$ cat src/rtl/ru_loader.sv
// ---------------------------------------------------------------------------
// ru_loader
//   Boot-time register-file loader for the single-cycle RISC-V core. Takes a
//   byte stream over valid/ready and assembles little-endian 32-bit words.
//   Each finished word is written to x1..xLAST_REG, in order, through the
//   register unit's write port. While a load is running, busy stalls the
//   core.
//
// Ports
//   CLK       in   1   system clock, rising edge
//   RST       in   1   synchronous active-high reset
//   start     in   1   begin a load (honoured only in IDLE)
//   in_data   in   8   stream byte
//   in_valid  in   1   in_data is valid
//   in_ready  out  1   loader accepts a byte this cycle
//   rd        out  5   destination register (non-zero only while writing)
//   DataWr    out  32  write data (non-zero only while writing)
//   RUWr      out  1   register-unit write enable
//   busy      out  1   load in progress, core must stall
//   done      out  1   one-cycle pulse after the last register is written
// ---------------------------------------------------------------------------
module ru_loader #(
  parameter int unsigned LAST_REG = 31
) (
  input  logic        CLK,
  input  logic        RST,
  input  logic        start,
  input  logic [7:0]  in_data,
  input  logic        in_valid,
  output logic        in_ready,
  output logic [4:0]  rd,
  output logic [31:0] DataWr,
  output logic        RUWr,
  output logic        busy,
  output logic        done
);

  localparam int unsigned IdxW  = 5;
  localparam int unsigned CntW  = 2;
  localparam int unsigned WordW = 32;

  typedef enum logic [1:0] {
    S_IDLE    = 2'd0,
    S_COLLECT = 2'd1,
    S_WRITE   = 2'd2,
    S_DONE    = 2'd3
  } state_e;

  state_e             state_q, state_d;
  logic [IdxW-1:0]    reg_idx_q, reg_idx_d;
  logic [CntW-1:0]    byte_cnt_q, byte_cnt_d;
  logic [WordW-1:0]   word_q, word_d;

  // Outputs are registered from the next state, so each one is a clean
  // function of the state the FSM is in during that cycle.
  logic               in_ready_q, in_ready_d;
  logic [IdxW-1:0]    rd_q, rd_d;
  logic [WordW-1:0]   data_wr_q, data_wr_d;
  logic               ru_wr_q, ru_wr_d;
  logic               busy_q, busy_d;
  logic               done_q, done_d;

  logic               accept;
  logic               last_reg;

  // A byte is consumed only while collecting. in_ready_q is asserted
  // exactly in COLLECT, so this is the valid&ready handshake.
  assign accept   = (state_q == S_COLLECT) && in_valid;
  assign last_reg = (reg_idx_q == IdxW'(LAST_REG));

  // Next-state, datapath and next-output logic.
  always_comb begin
    state_d    = state_q;
    reg_idx_d  = reg_idx_q;
    byte_cnt_d = byte_cnt_q;
    word_d     = word_q;

    case (state_q)
      S_IDLE: begin
        if (start) begin
          state_d    = S_COLLECT;
          reg_idx_d  = IdxW'(1);
          byte_cnt_d = '0;
          word_d     = '0;
        end
      end
      S_COLLECT: begin
        if (accept) begin
          // The word is cleared at the start of every word, so OR-ing the
          // byte into its little-endian slot fills the slot.
          word_d     = word_q | (WordW'(in_data) << {byte_cnt_q, 3'b000});
          byte_cnt_d = byte_cnt_q + CntW'(1);
          if (byte_cnt_q == CntW'(3)) begin
            state_d = S_WRITE;
          end
        end
      end
      S_WRITE: begin
        if (last_reg) begin
          state_d = S_DONE;
        end else begin
          state_d    = S_COLLECT;
          reg_idx_d  = reg_idx_q + IdxW'(1);
          byte_cnt_d = '0;
          word_d     = '0;
        end
      end
      S_DONE: begin
        state_d = S_IDLE;
      end
      default: begin
        state_d = S_IDLE;
      end
    endcase

    in_ready_d = (state_d == S_COLLECT);
    ru_wr_d    = (state_d == S_WRITE);
    rd_d       = (state_d == S_WRITE) ? reg_idx_d : '0;
    data_wr_d  = (state_d == S_WRITE) ? word_d : '0;
    busy_d     = (state_d != S_IDLE);
    done_d     = (state_d == S_DONE);
  end

  // State and output registers. Reset wins over start on the same edge.
  always_ff @(posedge CLK) begin
    if (RST) begin
      state_q    <= S_IDLE;
      reg_idx_q  <= '0;
      byte_cnt_q <= '0;
      word_q     <= '0;
      in_ready_q <= 1'b0;
      rd_q       <= '0;
      data_wr_q  <= '0;
      ru_wr_q    <= 1'b0;
      busy_q     <= 1'b0;
      done_q     <= 1'b0;
    end else begin
      state_q    <= state_d;
      reg_idx_q  <= reg_idx_d;
      byte_cnt_q <= byte_cnt_d;
      word_q     <= word_d;
      in_ready_q <= in_ready_d;
      rd_q       <= rd_d;
      data_wr_q  <= data_wr_d;
      ru_wr_q    <= ru_wr_d;
      busy_q     <= busy_d;
      done_q     <= done_d;
    end
  end

  assign in_ready = in_ready_q;
  assign rd       = rd_q;
  assign DataWr   = data_wr_q;
  assign RUWr     = ru_wr_q;
  assign busy     = busy_q;
  assign done     = done_q;

endmodule
$ cat config.mk
export PLATFORM = sky130hd
export DESIGN_NAME = ru_loader
export DESIGN_NICKNAME = d
export VERILOG_FILES = /design/src/rtl/ru_loader.sv
export SDC_FILE = /design/constraint.sdc
export NUM_CORES = 1
export LEC_CHECK = 0
export CORE_MARGIN = 4
export CORE_UTILIZATION = 50
export DETAILED_ROUTE_END_ITERATION = 8
export PLACE_DENSITY = 0.81
export SYNTH_ARGS = -nofsm -noshare
export SYNTH_HDL_FRONTEND = slang
export SYNTH_SLANG_ARGS = --single-unit
$ cat constraint.sdc
create_clock -name CLK -period 1.96 [get_ports CLK]
set_clock_uncertainty 0.2 [all_clocks]
set_input_delay 0.196 -clock CLK [delete_from_list [all_inputs] [get_ports CLK]]
set_output_delay 0.196 -clock CLK [all_outputs]
set_load 0.01 [all_outputs]
run_1/congestion.png
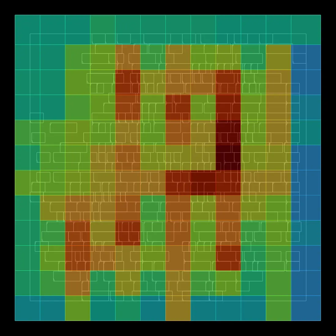
GRT met2 Usage: 30.5%
met1 usage: 25.2%

run_1/clk_routes.png
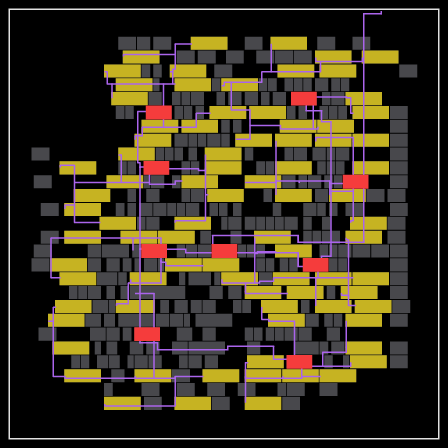
legend:
  clock wires:
    colour: purple
    length: 856 um
  clock drivers:
    colour: red
    count: 9
  flip-flops:
    colour: yellow
    count: 82
routed clock nets: 10
Late-Pin Clk Latency: 0.34 ns
Clock group: 1.16 mW
Clock power frac: 38.6%

run_1/wires.png
Scale bar: 20 um.
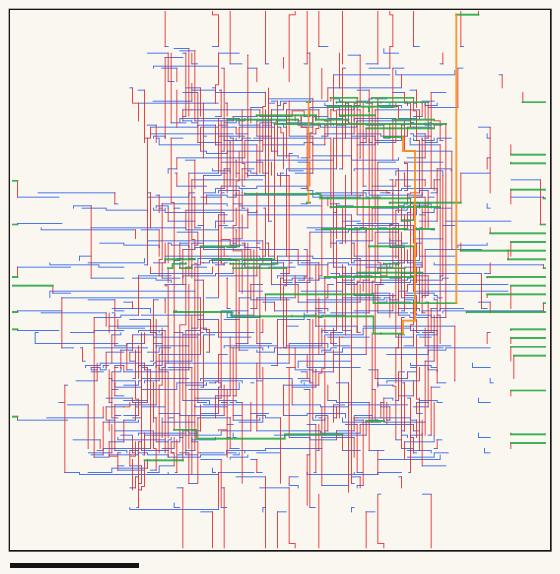
legend:
  metal 2:
    colour: red
    wire_length: 3,190 um
  metal 3:
    colour: green
    wire_length: 512 um
  metal 4:
    colour: orange
    wire_length: 94.8 um
  metal 1:
    colour: blue
    wire_length: 2,970 um
Avg WL per Cell: 16.3 um
final WL: 6.76 mm
total number of vias: 2,422

==> ci_impl_report.md, run 1 <==
### Yosys + OpenROAD results

| Metric | Value |
|---|---|
| Seq/Total Area, Yosys | between 50% and 60% |
| Setup TNS | 0 ns |
| Top_reg_cell synth | dfxtp_1 |
| Die X | ~84 um |
| Max_cap viols | 0 |
| Final min period | roughly 1.8 ns |
| Synth cell count leaders | dfxtp_1 (82), a21oi_1 (70), nand3_1 (34) |
| Worst slew pin tran | 0.577 ns |
| P&R area growth vs syn | 25.7% |
| CP Launch Type | register |
| Antenna violations before repair | 0 |
| Hold Vio Cnt, Final | 0 |
| Setup Buffers After CTS | 0 |
| Inserted Clock Buffers | 9 |
| Root Driver | clkbuf_8 |
| Leak | between 1 and 1.5 nW |
| Synthesized Nets | 312 |
| Starting Density | approximately half |
| Maximum vdd drop | about 440 uV |
| Post_cts resized | 0 |
| Ys flops | 82 |
| Worst Path Required | approximately 2 ns |
| HP Class | register to register |
| RSZ-0062 raised after global routing | false |
| YS chip area | 2890 um^2 |
| Share of layout cells above drive strength 1 | under 10% |
| Status | completed |
| CTS tree | built |
| Hold depth | 2 |
| Rows | 27 |
| Post-detail-place hpwl | roughly 4 mm |
| Critical Path AT | roughly 1.9 ns |
| Core Area | roughly 5600 um^2 |
| Post-layout instance count excluding filler cells | slightly above 400 |
| Final period util | about 92% |
| First-pass GRT wire length | about 11 mm |
| Fillers | around 440 |
| Post-synth EDFFs | 0 |
| Asr flop ratio synth | 0% |
| Buffers on Ports | around 52 |
| CP endpoint kind | register |
| Max-slew headroom | approximately three fifths |
| Crit path kind | register to register |
| Achievable Freq | 555 MHz |
| # diodes | 0 |
| Total gr overflow | 0 |
| Ys Warns | 0 |
| Chip Height | between 80 and 90 um |
| Fin util | approximately 65% |
| DR vias/cell | just under 6 |
| Top-count cell post-synth | dfxtp_1 |
| Top post-synthesis cells by area | dfxtp_1 (57%), a21oi_1 (12%), o211ai_1 (8.6%) |
| Detailed Route Iter0 Violations | between 200 and 300 |
| Reg2Reg Setup Slack | 0.16 ns |
| H-tree levels | 3 |
| Final setup fails | 0 |
| I/O pin count | roughly 53 |
| # clock sinks | approximately 82 |
==> run 1: critical path: stages (launching register included) <==
cell      delay [ns]
dfxtp_1         0.41
ha_2            0.26
and4_1          0.28
buf_12          0.21
nand2_1         0.15
a211oi_1        0.21
==> run 1: cells by family after synthesis <==
kind of cell | share of synthesized area (%)
DFF | 56.8
and+or+nand+nor | 12.1
buffers and inverters | 5.50
AOI/OAI and AO/OA | 24.4
muxes | 0.389
adders and majority gates | 0.865
==> run 1: per-layer routing <==
metal | wire [um] | up-vias | global-route usage, %
met5 | 0 | - | 0
met4 | 94 | 0 | 8.63
met3 | 512 | 7 | 5.03
met2 | 3190 | 106 | 30.5
met1 | 2970 | 1132 | 25.2
li1 | - | 1177 | -
==> run 1: stage by stage <==
stage / hold WS (ns) / setup slack [ns] / instance area [um^2]
after floorplan: 0.168 / 0.292 / 2890
after global placement: 0.288 / 0.0487 / 3440
after global routing: 0.326 / 0.00927 / 3630
after detailed placement: 0.296 / 0.0680 / 3440
final: 0.306 / 0.158 / 3630
after CTS: 0.308 / 0.139 / 3630
==> run 1: cells in the final DEF (no fill, tap or decap), types with 2 or more instances in the layout <==
master           instances
or3b_1                   2
a31oi_1                  2
clkbuf_8                10
nand3b_1                 4
a211oi_1                 7
clkinv_2                 2
dfxtp_1                 81
o211ai_1                33
nand2_1                  5
clkdlybuf4s50_1         52
nand3_1                 34
buf_12                   3
buf_4                    5
nor3_1                   3
nor2b_1                  3
clkbuf_1                 2
a21oi_1                 70
a22oi_1                  2
nor3b_1                  2
nand2b_1                 2
nor2_1                   4
==> run 1: registers in the layout, summed over array words and instances, names as in the netlist <==
register,count
RUWr,1
in_ready,1
busy,1
done,1
rd,5
word_q,32
state_q,2
byte_cnt_q,2
DataWr,32
reg_idx_q,5
==> run 1: area by class of cell <==
type                       count  area (um^2)  share of cell area, %
sequential                    82         1640                   45.2
inverter                       1         3.75                  0.103
clock inverter                 3         40.0                   1.10
clock buffer                  12          145                   3.99
tap                           72         90.1                   2.48
multi-input combinational    185         1090                   30.1
timing repair buffer          60          618                   17.0
==> run 1: where the power goes <==
group / internal [mW] / switching [mW] / total (mW)
registers: 1.68 / 0.0126 / 1.69
logic: 0.0588 / 0.0932 / 0.152
clock network: 0.613 / 0.547 / 1.16
==> run 1: final timing paths <==
check / start / end
setup reg to reg: reg_idx_q[0] / done
setup / recovery: reg_idx_q[0] / done
hold / removal: word_q[0] / word_q[0]
hold reg to reg: word_q[0] / word_q[0]
run_1/cell_density.png
8 x 8 tiles, from dark blue (low) to red (high), 0 to 100% covered.
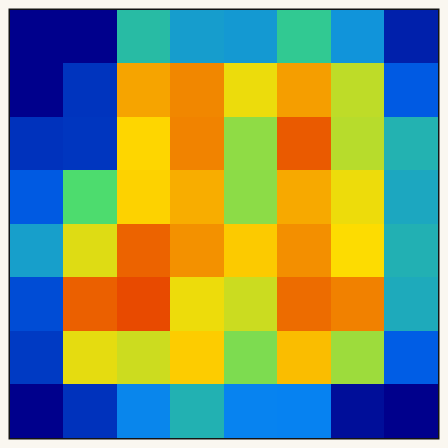

## Run 2: what changed since run 1
SETUP_SLACK_MARGIN = 0.15   (was default)
TNS_END_PERCENT = 100   (was default)
run_2/cell_density.png
8 x 8 tiles, from dark blue (low) to red (high), 0 to 100% covered.
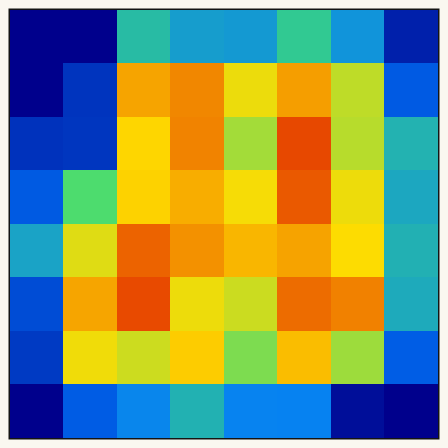
densest ninth of the die: middle
nearly empty tiles: 7.8%
mean over tiles: 51%
fin util: 65.8%
Core Area: 5570 um^2

run_2/logic_types.png
Scale bar: 20 um.
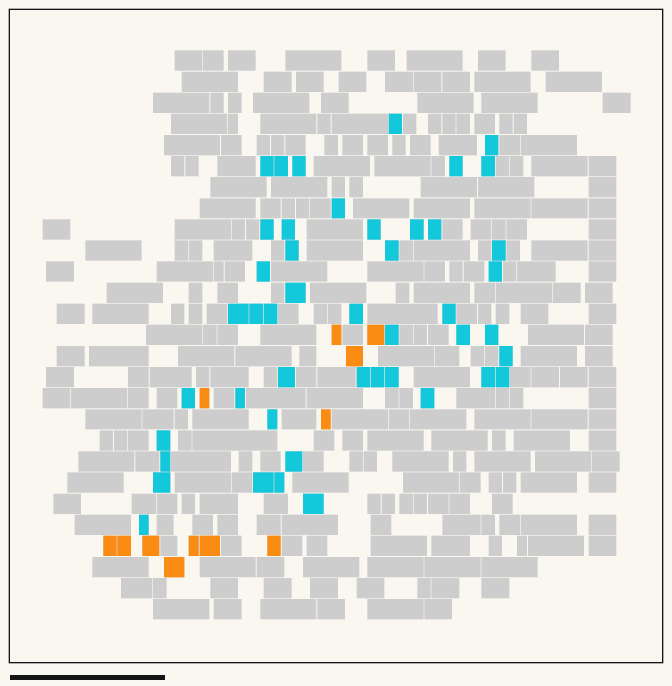
legend:
  nor cells:
    colour: orange
    cells: 12
    most_used: nor2_1
  nand cells:
    colour: cyan
    cells: 46
    most_used: nand3_1

run_2/congestion.png
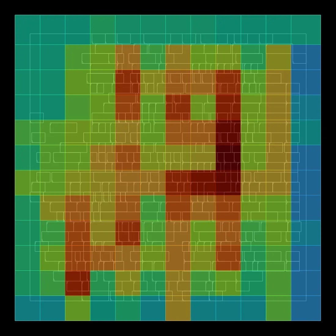
Avg WL per Cell: 16.7 um
GR met3 Demand/Resource: 5.03%
Most Crowded Layer GR: met2

==> ci_impl_report.md, run 2 <==
### Yosys + OpenROAD results

| Metric | Value |
|---|---|
| Top_reg_cell synth | dfxtp_1 |
| Chip Height | around 84 um |
| Worst slew pin tran | ~0.58 ns |
| Detailed Route Iter0 Violations | between 300 and 400 |
| HP Class | register to register |
| Most numerous logic cell after layout | dfxtp_1 |
| CP endpoint kind | register |
| Share of layout cells above drive strength 1 | under 10% |
| Rows | 27 |
| Clock power frac | between 30 and 40% |
| Antenna violations before repair | 0 |
| P&R area growth vs syn | 26.8% |
| Net Sw Frac | a little over a fifth |
| Maximum vdd drop | ~440 uV |
| Achievable Freq | 578 MHz |
| Ys flops | between 80 and 90 |
| RSZ-0062 raised after global routing | false |
| I/O pin count | 53 |
| Final period util | 88.3% |
| Ys Warns | 0 |
| H-tree levels | 3 |
| Total gr overflow | 0 |
| Asr flop ratio synth | 0% |
| Root Driver | clkbuf_8 |
| Number of global-route vias before repair | 2,261 |
| Total number of vias | 2,496 |
| Critical Path AT | approximately 1.8 ns |
| Setup TNS | 0 ns |
| Setup Buffers After CTS | 0 |
| Comb power frac | between 5 and 6% |
| Synth cell count leaders | dfxtp_1 (82), a21oi_1 (70), nand3_1 (34) |
| Hold Vio Cnt, Final | 0 |
| Top Layout Cells | dfxtp_1 (79), a21oi_1 (69), clkdlybuf4s50_1 (52), nand3_1 (34), o211ai_1 (33) |
| Seq/Total Area, Yosys | 56.8% |
| Top-count cell post-synth | dfxtp_1 |
| First-pass GRT wire length | 11.0 mm |
| Cell-internal power | about 2.4 mW |
| Final min period | ~1.7 ns |
| Die X | between 80 and 90 um |
| Inserted Clock Buffers | 9 |
| Top post-synthesis cells by area | dfxtp_1 (57%), a21oi_1 (12%), o211ai_1 (8.6%) |
| Buffers on Ports | about 52 |
| Post-detail-place hpwl | approximately 4.0 mm |
| Final setup fails | 0 |
| DR vias/cell | 6.00 |
| Worst Path Required | between 2 and 2.5 ns |
| CTS tree | built |
| YS chip area | 2890 um^2 |
| # diodes | 0 |
| Max_cap viols | 0 |
| Late-Pin Clk Latency | 0.34 ns |
| Synthesized Nets | between 300 and 400 |
| Starting Density | 51.9% |
| # clock sinks | just over 80 |
| Status | completed |
| NetSw | about 0.65 mW |
==> run 2: cell counts after synthesis <==
No cell type changed its count.
==> run 2: layout make-up <==
class / count / area (um^2) / share of cell area [%]
clock buffers: 12 / 145 / 3.96
flip-flops and latches: 82 / 1650 / 44.9
inverters: 1 / 3.75 / 0.102
repair buffers: 61 / 643 / 17.5
clock inverters: 3 / 40.0 / 1.09
well taps: 72 / 90.1 / 2.46
multi-input cells: 185 / 1100 / 30.0
==> run 2: power groups by stage <==
| stage | Sequential, mW | Clock [mW] | Combinational [mW] |
|---|---|---|---|
| 6_report | 1.69 | 1.16 | 0.152 |
| 3_5_place_dp | 1.73 | 0 | 0.147 |
| 4_1_cts | 1.69 | 1.18 | 0.149 |
| 2_1_floorplan | 1.73 | 0 | 0.0833 |
| 3_3_place_gp | 1.73 | 0 | 0.146 |
| 5_1_grt | 1.69 | 1.25 | 0.164 |
==> run 2: worst paths after layout <==
kind                            cells after the start  slack, ns    startpoint      endpoint
worst max-delay path                                5       0.23  reg_idx_q[1]         rd[1]
worst min-delay path                                1       0.30  reg_idx_q[0]  reg_idx_q[0]
worst max register to register                      5       0.23  reg_idx_q[1]         rd[1]
worst min register to register                      1       0.30  reg_idx_q[0]  reg_idx_q[0]
==> run 2: logic make-up (layout without fill, tap and decap cells) <==
logic type | count (synthesis) | count (layout) | share of synthesized area (%)
simple gates | 64 | 64 | 12.1
buf+inv | 31 | 77 | 5.50
flops | 82 | 82 | 56.8
fa+ha+maj | 2 | 2 | 0.865
compound gates | 118 | 118 | 24.4
mux | 1 | 1 | 0.389
==> run 2: metrics by stage <==
| stage | setup slack, ns | hold WS (ns) | instances | power [mW] | cell area, um^2 |
|---|---|---|---|---|---|
| final | 0.229 | 0.297 | 416 | 3.00 | 3670 |
| after global routing | 0.130 | 0.313 | 416 | 3.11 | 3670 |
| after CTS | 0.166 | 0.308 | 415 | 3.02 | 3630 |
| after detailed placement | 0.0680 | 0.296 | 400 | 1.88 | 3440 |
| after global placement | 0.0487 | 0.288 | 400 | 1.88 | 3440 |
| after floorplan | 0.292 | 0.168 | 298 | 1.81 | 2890 |
==> run 2: worst max-delay path: stages, from the launching register on <==
cell	delay (ns)
dfxtp_1	0.38
ha_2	0.25
and4_4	0.30
clkbuf_16	0.20
o211ai_1	0.15
a21oi_1	0.18
==> run 2: metal layers <==
| metal | part of all wire, % | global-route usage, % | vias up |
|---|---|---|---|
| met5 | 0 | 0 | - |
| met3 | 7.5 | 5.03 | 7 |
| met4 | 1.2 | 8.63 | 0 |
| met2 | 48 | 30.5 | 133 |
| met1 | 43 | 25.2 | 1170 |
| li1 | - | - | 1186 |
==> run 2: repair_timing <==
| action | in CTS | in global routing |
|---|---|---|
| cloned | 0 | 1 |
| endpoints found under the setup margin | 1 | 73 |
| endpoints found under the hold margin | 0 | 0 |
| gates resized | 1 | 6 |
run_2/wires.png
Scale bar: 20 um.
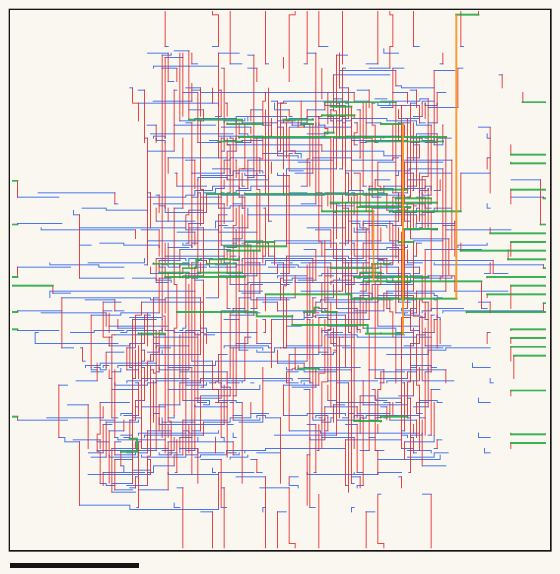

## Run 3: what changed since run 2
CORE_UTILIZATION = 51   (was 50)
GPL_TIMING_DRIVEN = 1   (was default)
PLACE_DENSITY = 0.82   (was 0.81)
clock period = 1.85 ns   (was 1.96 ns; I/O delays follow)
run_3/wires.png
Scale bar: 20 um.
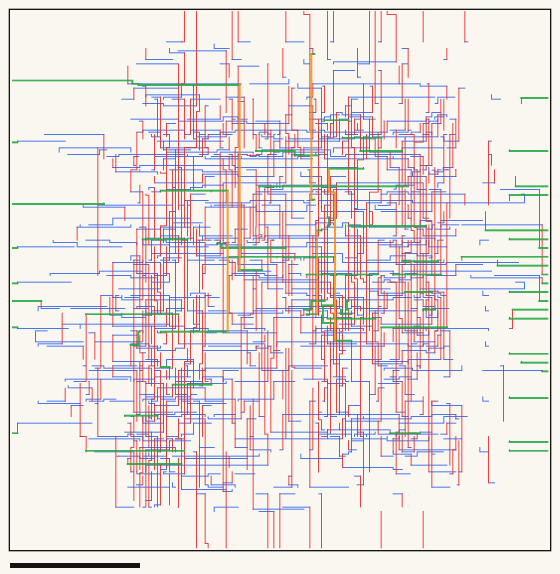
legend:
  metal 3:
    colour: green
    wire_length: 417 um
  metal 2:
    colour: red
    wire_length: 3,280 um
  metal 1:
    colour: blue
    wire_length: 2,960 um
  metal 4:
    colour: orange
    wire_length: 113 um

run_3/cell_density.png
8 x 8 tiles, from dark blue (low) to red (high), 0 to 100% covered.
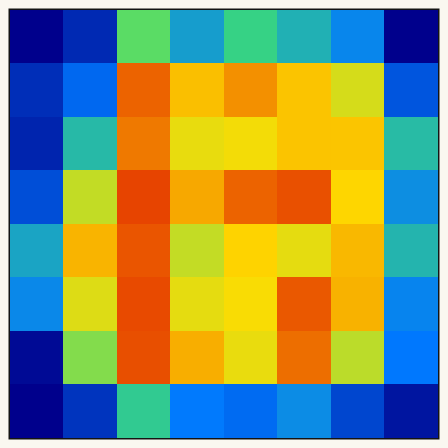
nearly empty tiles: 6.2%
densest ninth of the die: middle
mean over tiles: 53%
fullest tile: 92%
emptiest ninth of the die: top left
tiles over 75% full: 34%

==> ci_impl_report.md, run 3 <==
### Yosys + OpenROAD results

| Metric | Value |
|---|---|
| Reg2Reg Setup Slack | roughly 0.22 ns |
| Synth cell count leaders | dfxtp_1 (82), a21oi_1 (70), nand3_1 (34) |
| P&R area growth vs syn | 30.2% |
| Rows | 27 |
| Die X | 83.3 um |
| Achievable Freq | a little over 600 MHz |
| Final period util | about nine tenths |
| Total gr overflow | 0 |
| Ys Warns | 0 |
| # clock sinks | around 82 |
| Inserted Clock Buffers | 9 |
| RSZ-0062 raised after global routing | false |
| Tool warning count | 26 |
| HP Class | register to register |
| Buffers on Ports | around 52 |
| Critical path's largest stage delay | just under 0.4 ns |
| Status | completed |
| Buffers & Inverters on Critical Path | 1 |
| Final setup fails | 0 |
| Starting Density | about 53% |
| Cell-internal power | about 2.6 mW |
| Total number of vias | 2,483 |
| CP Launch Type | register |
| Setup TNS | 0 ns |
| Synthesized Nets | between 300 and 400 |
| Top post-synthesis cells by area | dfxtp_1 (57%), a21oi_1 (12%), o211ai_1 (8.6%) |
| NetSw | 0.714 mW |
| Final nets | 362 |
| DR vias/cell | approximately 6 |
| Clock-pin slew on the worst setup and hold paths | roughly 0.080 ns |
| Max Buffers Root-to-Sink | 2 |
| Critical Path AT | approximately 1.7 ns |
| CP endpoint kind | register |
| Clock power frac | 40.4% |
| Power density over cell area | ~880 nW/um^2 |
| Crit path kind | register to register |
| Largest delay share family, worst path | flip-flops |
| Worst Path Required | 1.91 ns |
| Fillers | about 410 |
| Ys flops | 82 |
| WHS | just over 0.3 ns |
| Syn Std Cell Area | between 2000 and 3000 um^2 |
| Share of layout cells above drive strength 1 | a little under an eighth |
| Mean Syn Cell Area | ~9.7 um^2 |
| Final WL | 6.77 mm |
| H-tree levels | 3 |
| Top Layout Cells | dfxtp_1 (79), a21oi_1 (70), clkdlybuf4s50_1 (52), nand3_1 (34), o211ai_1 (33) |
| Late-Pin Clk Latency | about 0.34 ns |
| Root Driver | clkbuf_8 |
| Area leader share | 56.8% |
| Storage element area | around 1600 um^2 |
| Detailed Route Iter0 Violations | around 250 |
| Top_reg_cell synth | dfxtp_1 |
| First-pass GRT wire length | 11.2 mm |
| Comb power frac | around 5.3% |
| Logic area | approximately 1100 um^2 |
| Asr flop ratio synth | 0% |
| Antenna violations before repair | 0 |
| Final min period | ~1.6 ns |
| Number of global-route vias before repair | around 2,300 |
| Chip Height | approximately 83 um |
| Max-slew headroom | roughly 65% |
| Max_cap viols | 0 |
| CTS tree | built |
| I/O pin count | between 50 and 60 |
| Worst slew pin tran | around 0.52 ns |
| Avg WL per Cell | between 15 and 20 um |
| Reg power frac | between 50% and 60% |
| Die area | a little under 7000 um^2 |
| Setup Buffers After CTS | 0 |
| Most numerous logic cell after layout | dfxtp_1 |
| Seq/Total Area, Yosys | around 57% |
| Post-detail-place hpwl | 4.37 mm |
| Slowest cell on crit path | dfxtp_1 |
| Worst-path maximum fanout | 16 |
| Worst-path cell chain | ha_4, and4_4, buf_8, o211ai_1, a21oi_1 |
| YS chip area | ~2900 um^2 |
| Hold Vio Cnt, Final | 0 |
| Post-synth EDFFs | 0 |
| Maximum vdd drop | approximately 530 uV |
| # diodes | 0 |
| Top-count cell post-synth | dfxtp_1 |
| Core Area | 5510 um^2 |
| Leak | ~1.2 nW |
| Net Sw Frac | between 20% and 30% |
run_3/congestion.png
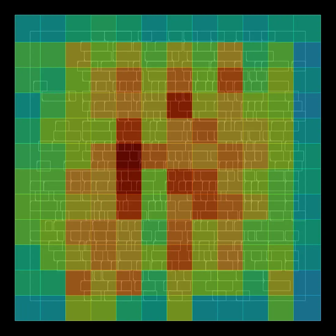
met1 usage: 25.7%
GR met3 Demand/Resource: 3.77%
All-Layer GR Usage: 19.7%

==> run 3: final cells by class <==
| cell class | instances | share of cell area, % |
|---|---|---|
| multi-input combinational | 185 | 29.4 |
| timing repair buffer | 69 | 18.7 |
| sequential | 82 | 43.7 |
| tap | 72 | 2.39 |
| clock buffer | 12 | 4.39 |
| clock inverter | 4 | 1.30 |
| inverter | 1 | 0.0997 |
==> run 3: metal layers <==
layer | up-vias | global-route usage (%) | share of wire [%]
met5 | - | 0 | 0
met4 | 0 | 7.73 | 1.7
met3 | 12 | 3.77 | 6.1
met2 | 103 | 32.1 | 48
met1 | 1176 | 25.7 | 44
li1 | 1192 | - | -
==> run 3: kinds of logic (layout without fill, tap and decap cells) <==
logic type | count (synthesis) | count (layout) | share of synthesized area [%]
adders and majority gates | 2 | 2 | 0.865
DFF | 82 | 82 | 56.8
muxes | 1 | 1 | 0.389
AOI/OAI and AO/OA | 118 | 118 | 24.4
buffers and inverters | 31 | 86 | 5.50
and+or+nand+nor | 64 | 64 | 12.1
==> run 3: tightest hold or removal path, stage by stage (launching register included) <==
cell and delay [ns]:
dfxtp_1 0.30, o211ai_1 0.09, a21oi_1 0.07
==> run 3: repair_timing <==
action / CTS / global route
endpoints found under the setup margin: 33 / 38
gates resized: 5 / 4
hold endpoints to repair: 0 / 0
==> run 3: power groups by stage <==
stage / Combinational, mW / Sequential, mW / Clock [mW]
2_1_floorplan: 0.0883 / 1.83 / 0
3_3_place_gp: 0.168 / 1.83 / 0
3_5_place_dp: 0.171 / 1.83 / 0
4_1_cts: 0.172 / 1.79 / 1.35
5_1_grt: 0.189 / 1.79 / 1.42
6_report: 0.174 / 1.79 / 1.33
==> run 3: metrics by stage <==
step,std cells,cell area (um^2),total power [mW],worst slack (ns),utilization (%)
2_1_floorplan,298,2890,1.92,0.182,-
3_3_place_gp,409,3520,2.00,0.0382,64.0
3_5_place_dp,409,3520,2.00,0.0119,64.0
4_1_cts,425,3750,3.31,0.159,68.1
5_1_grt,425,3760,3.40,0.164,68.4
6_report,425,3760,3.30,0.221,68.4
==> run 3: final timing paths <==
path / depth (start not counted) / to / start
worst max register to register: 5 / DataWr[7] / reg_idx_q[0]
worst min register to register: 2 / word_q[8] / word_q[8]
worst max-delay path: 5 / DataWr[7] / reg_idx_q[0]
worst min-delay path: 2 / word_q[8] / word_q[8]
Power and IR drop assume default switching activity.
